<file path="config.mk">
export PLATFORM = sky130hd
export DESIGN_NAME = tinyqv_data_arbiter
export DESIGN_NICKNAME = d
export VERILOG_FILES = /design/src/rtl/tinyqv_data_arbiter_pkg.sv /design/src/rtl/tinyqv_data_arbiter.sv
export SDC_FILE = /design/constraint.sdc
export NUM_CORES = 1
export LEC_CHECK = 0
export CORE_AREA = 3 3 112 114
export CTS_CLUSTER_SIZE = 20
export DETAILED_ROUTE_END_ITERATION = 7
export DIE_AREA = 0 0 115 117
export PLACE_DENSITY = 0.57
export SLEW_MARGIN = 20
export SYNTH_ARGS = -nofsm -noshare
export SYNTH_HDL_FRONTEND = slang
export SYNTH_SLANG_ARGS = --single-unit
</file>
<file path="constraint.sdc">
create_clock -name clk -period 1.75 [get_ports clk]
set_input_delay 0.35 -clock clk [delete_from_list [all_inputs] [get_ports clk]]
set_output_delay 0.35 -clock clk [all_outputs]
set_load 0.01 [all_outputs]
</file>
<file path="src/rtl/tinyqv_data_arbiter_pkg.sv">
// tinyqv_data_arbiter_pkg
// Shared definitions for the TinyQV data-port arbiter: the FSM state
// encoding, the "no transaction" size code, the owner encoding used by the
// last_owner register, and a helper that decides whether a requester is
// asking for the memory port.
`timescale 1ns/1ps

package tinyqv_data_arbiter_pkg;

  // Arbiter FSM state. The encoding is fixed so debug taps and checkers can
  // decode it without referring to the enum.
  typedef enum logic [1:0] {
    IDLE  = 2'd0,
    OWN_A = 2'd1,
    OWN_B = 2'd2
  } arb_state_e;

  // Size code meaning "no access" on read_n / write_n.
  localparam logic [1:0] TXN_NONE = 2'b11;

  // Encoding of the one-bit last_owner register.
  localparam logic OWNER_A = 1'b0;
  localparam logic OWNER_B = 1'b1;

  // A requester is asking for the port when either size code is not "none".
  function automatic logic is_requesting(input logic [1:0] read_n,
                                         input logic [1:0] write_n);
    return (read_n != TXN_NONE) || (write_n != TXN_NONE);
  endfunction

endpackage

</file>
<file path="src/rtl/tinyqv_data_arbiter.sv">
// tinyqv_data_arbiter
// Two-way arbiter sharing the TinyQV memory controller data port between
// requester A (CPU) and requester B (peripheral DMA).
//
// Once a requester owns the port, every m_* output is driven combinationally
// from it and its ready/rdata come straight from the memory controller. A
// burst (continue = 1 on completion) keeps ownership; a non-continued
// completion returns to IDLE for at least one cycle before the next grant.
//
// Build option:
//   TINYQV_ARB_ROUND_ROBIN_EN  defined   -> on a tie in IDLE the requester
//                                           that did not own the port last wins
//                              undefined -> on a tie A always wins
//
// Ports:
//   clk, rstn                 clock, synchronous active-low reset
//   a_addr/read_n/write_n/wdata/continue   requester A request
//   a_ready, a_rdata          requester A completion and read data
//   b_*                       requester B, same meaning as A
//   m_addr/read_n/write_n/wdata/continue   memory controller request
//   m_ready, m_rdata          memory controller completion and read data
//   dbg_state                 current FSM state (arb_state_e encoding)
//   dbg_last_owner            last_owner register (OWNER_A / OWNER_B)
//
// Handshake: a requester presents a size code other than 11 and holds all of
// its request fields stable until it sees its ready high at a rising edge;
// ready is high for exactly the cycles in which it owns the port and
// m_ready is high. Nothing here checks that requests stay stable.
`timescale 1ns/1ps

module tinyqv_data_arbiter
  import tinyqv_data_arbiter_pkg::*;
#(
  parameter int ADDR_W = 25
) (
  input  logic              clk,
  input  logic              rstn,

  input  logic [ADDR_W-1:0] a_addr,
  input  logic [1:0]        a_write_n,
  input  logic [1:0]        a_read_n,
  input  logic [31:0]       a_wdata,
  input  logic              a_continue,
  output logic              a_ready,
  output logic [31:0]       a_rdata,

  input  logic [ADDR_W-1:0] b_addr,
  input  logic [1:0]        b_write_n,
  input  logic [1:0]        b_read_n,
  input  logic [31:0]       b_wdata,
  input  logic              b_continue,
  output logic              b_ready,
  output logic [31:0]       b_rdata,

  output logic [ADDR_W-1:0] m_addr,
  output logic [1:0]        m_write_n,
  output logic [1:0]        m_read_n,
  output logic [31:0]       m_wdata,
  output logic              m_continue,
  input  logic              m_ready,
  input  logic [31:0]       m_rdata,

  output logic [1:0]        dbg_state,
  output logic              dbg_last_owner
);

  arb_state_e state_q;
  arb_state_e state_d;
  arb_state_e state_eff;
  logic       last_owner_q;
  logic       last_owner_d;

  logic       a_req;
  logic       b_req;
  logic       grant_a;
  logic       grant_b;

  assign a_req = is_requesting(a_read_n, a_write_n);
  assign b_req = is_requesting(b_read_n, b_write_n);

  // Grant decision, only acted on while IDLE.
  always_comb begin
    grant_a = 1'b0;
    grant_b = 1'b0;
    if (a_req && b_req) begin
`ifdef TINYQV_ARB_ROUND_ROBIN_EN
      // Tie: hand the port to whoever did not have it last.
      if (last_owner_q == OWNER_A) begin
        grant_b = 1'b1;
      end else begin
        grant_a = 1'b1;
      end
`else
      grant_a = 1'b1;
`endif
    end else if (a_req) begin
      grant_a = 1'b1;
    end else if (b_req) begin
      grant_b = 1'b1;
    end
  end

  // State register.
  always_ff @(posedge clk) begin
    if (!rstn) begin
      state_q      <= IDLE;
      last_owner_q <= OWNER_B;
    end else begin
      state_q      <= state_d;
      last_owner_q <= last_owner_d;
    end
  end

  // Next-state logic. A burst (continue high on completion) keeps ownership
  // so a DMA burst is never split by the CPU.
  always_comb begin
    state_d      = state_q;
    last_owner_d = last_owner_q;
    case (state_q)
      IDLE: begin
        if (grant_a) begin
          state_d = OWN_A;
        end else if (grant_b) begin
          state_d = OWN_B;
        end
      end
      OWN_A: begin
        if (m_ready && !a_continue) begin
          state_d      = IDLE;
          last_owner_d = OWNER_A;
        end
      end
      OWN_B: begin
        if (m_ready && !b_continue) begin
          state_d      = IDLE;
          last_owner_d = OWNER_B;
        end
      end
      default: begin
        state_d = IDLE;
      end
    endcase
  end

  // While reset is low the port is treated as idle at once, so a reset that
  // lands mid-transaction can never leak a completion pulse to the owner.
  assign state_eff = rstn ? state_q : IDLE;

  // Output steering from the current owner.
  always_comb begin
    m_addr     = '0;
    m_read_n   = TXN_NONE;
    m_write_n  = TXN_NONE;
    m_wdata    = '0;
    m_continue = 1'b0;
    a_ready    = 1'b0;
    b_ready    = 1'b0;
    case (state_eff)
      OWN_A: begin
        m_addr     = a_addr;
        m_read_n   = a_read_n;
        m_write_n  = a_write_n;
        m_wdata    = a_wdata;
        m_continue = a_continue;
        a_ready    = m_ready;
      end
      OWN_B: begin
        m_addr     = b_addr;
        m_read_n   = b_read_n;
        m_write_n  = b_write_n;
        m_wdata    = b_wdata;
        m_continue = b_continue;
        b_ready    = m_ready;
      end
      default: begin
      end
    endcase
  end

  // Read data is shared; ready tells each requester whether it is theirs.
  assign a_rdata = m_rdata;
  assign b_rdata = m_rdata;

  assign dbg_state      = state_q;
  assign dbg_last_owner = last_owner_q;

endmodule

</file>
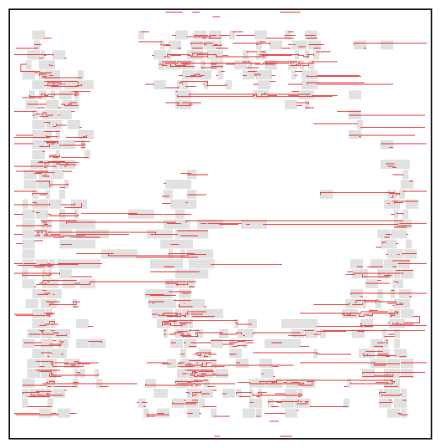
Fig. 1. The metal 1 layer.
longest straight run	59.3 um
main direction	horizontal
wire length on this layer	2810 um
nets with wire on the layer	392
share of all routed wire	33%

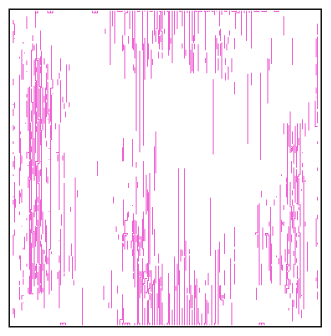
Fig. 2. The metal 2 layer.
wire length on this layer	4390 um
longest straight run	49.3 um
main direction	vertical
nets with wire on the layer	466
DRT Wirelength: 8.473 mm
met2 usage: 0.2176
via count: 2204

==> flow_summary.ini <==
; generated from flow reports
[outcome]
status = finished, violations left
violations = negative setup slack

[cells_and_area]
clockBufferCount = 4
n_fill_cell = 1250
comb_share = 0.3228
fin_area_mm2 = 0.003547
final_common_cell = clkdlybuf4s50_1
clk_share = 0.02222
n_all_buffers = 219
fin_util = 0.3080
nMultiInputCombCells = 136
area.sequential_um2 = 62.56
layout.nets = 529
final_cells = 510
nFlopsAndLatches = 3
dominant_cells = non-clock buffers
buffer_area_frac = 0.5817

[pwr]
clk-power_uw = 361
peakVddDrop_mv = 0.3026
power.internal_uw = 779.1
sw_frac_of_total = 0.2771
p_seq_uw = 74.6
cellPowerDensity_mw_per_mm2 = 303.8
leakage_uw = 0.001373
combPwrFrac = 0.596
pwr-share-clk = 0.335
seq_power_share = 0.069

[setup_path]
slowest_delay_ns = 0.31
cp_cell_sequence = and2_4, inv_2, ha_4, buf_12, buf_16, a221o_1, buf_2
crit_path_end_kind = primary output
critical-path-top-delay-family = buffers and inverters
crit_fanout = 6
crit_required_ns = 1.40
crit_type = flop to primary output

[yosys]
aoi_share = 0.3512
topCombFamilyByArea = buffers and inverters
yosysCellCount = 229
yosysUniqueCellTypes = 23
simple_gate_area_frac = 0.1702
ys_warn_count = 0
xor_area_frac = 0
yosysChipArea_mm2 = 0.001514
synth_nets = 390

[die]
fp_util = 0.1315
pin_count = 290
die_w_um = 115
rows = 39
fp.dieH_um = 117
core_mm2 = 0.01152
taps = 143

[routing]
drt_first_iter_violations = 110

[global_routing]
antenna_found_initial = 0
grt_util_all_layers = 0.1126
grt_pass1_vias = 2354

[final_timing]
setup_violations = 63
worst_slack_ns = -0.2281
finalHoldViolCount = 0
maxSlewHeadroom = 0.8644
tightest_slew_ns = 0.2012

[placed_design]
dp_slack_ns = -0.9417
dp_hpwl_mm = 6.224
numPortBuffers = 193
routabilityCongestion = 0.7296

[worst_hold_path]
min_path_type = input port to flop

[clock_tree]
cts_num_sinks = 3
h-tree-depth = 1
clk_pin_slew_ns = 0.03
numCtsBuffers = 3

[flow_run]
maxCapViolCount = 0
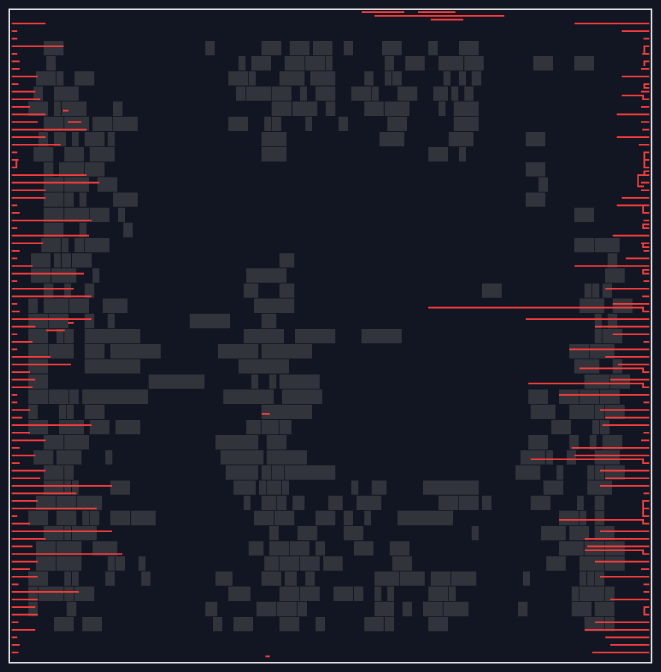
Fig. 3. The metal 3 layer.
main direction	horizontal
longest straight run	38.4 um
wire length on this layer	1010 um
share of all routed wire	12%

[final timing paths]
check | start | to | slack, ns | cells after the start
max | dbg_state[0]$_SDFFE_PN0P_ | m_read_n[0] | -0.23 | 7
min | rstn | dbg_last_owner$_SDFFE_PN1P_ | 0.37 | 2
max reg2reg | dbg_state[1]$_SDFFE_PN0P_ | dbg_state[1]$_SDFFE_PN0P_ | 0.76 | 4
min reg2reg | dbg_last_owner$_SDFFE_PN1P_ | dbg_last_owner$_SDFFE_PN1P_ | 0.53 | 2
[state kept, by name (all words and copies together), names as in the netlist]
signal / count
dbg_last_owner: 1
dbg_state: 2
[synthesized netlist by cell type]
master | n | area, um2
nor2_1 | 58 | 217.7
inv_2 | 1 | 3.750
buf_4 | 64 | 480.5
clkbuf_1 | 5 | 18.77
nand2_1 | 1 | 3.750
buf_2 | 11 | 55.05
a221o_1 | 4 | 40.04
mux2i_1 | 1 | 10.01
a2111o_1 | 1 | 11.26
a31oi_1 | 1 | 6.260
and2_1 | 3 | 18.77
nor3_1 | 1 | 5.000
nand2b_1 | 1 | 6.260
o21ai_0 | 1 | 5.000
o211ai_1 | 1 | 7.510
a41o_1 | 1 | 10.01
inv_1 | 4 | 15.01
o41ai_2 | 1 | 16.27
dfxtp_1 | 3 | 60.06
a22oi_1 | 58 | 435.4
buf_6 | 5 | 56.30
nand4_1 | 1 | 6.260
ha_1 | 2 | 25.02
[layer usage]
layer  track usage  routed length [um]  vias to the layer above
li1              -                   -                     1028
met1        0.1093                2813                      990
met2        0.2176                4385                      158
met3       0.03496                1014                       28
met4       0.05008                 258                        0
met5             0                   0                        -
[what timing repair did]
item | CTS | global route
buffers inserted | 3 | 1
pin swaps | 10 | 5
endpoints found under the setup margin | 64 | 63
resized | 333 | 4
hold endpoints to repair | 0 | 0
gates cloned | 6 | 1
Power is estimated from default activity; no workload was simulated.
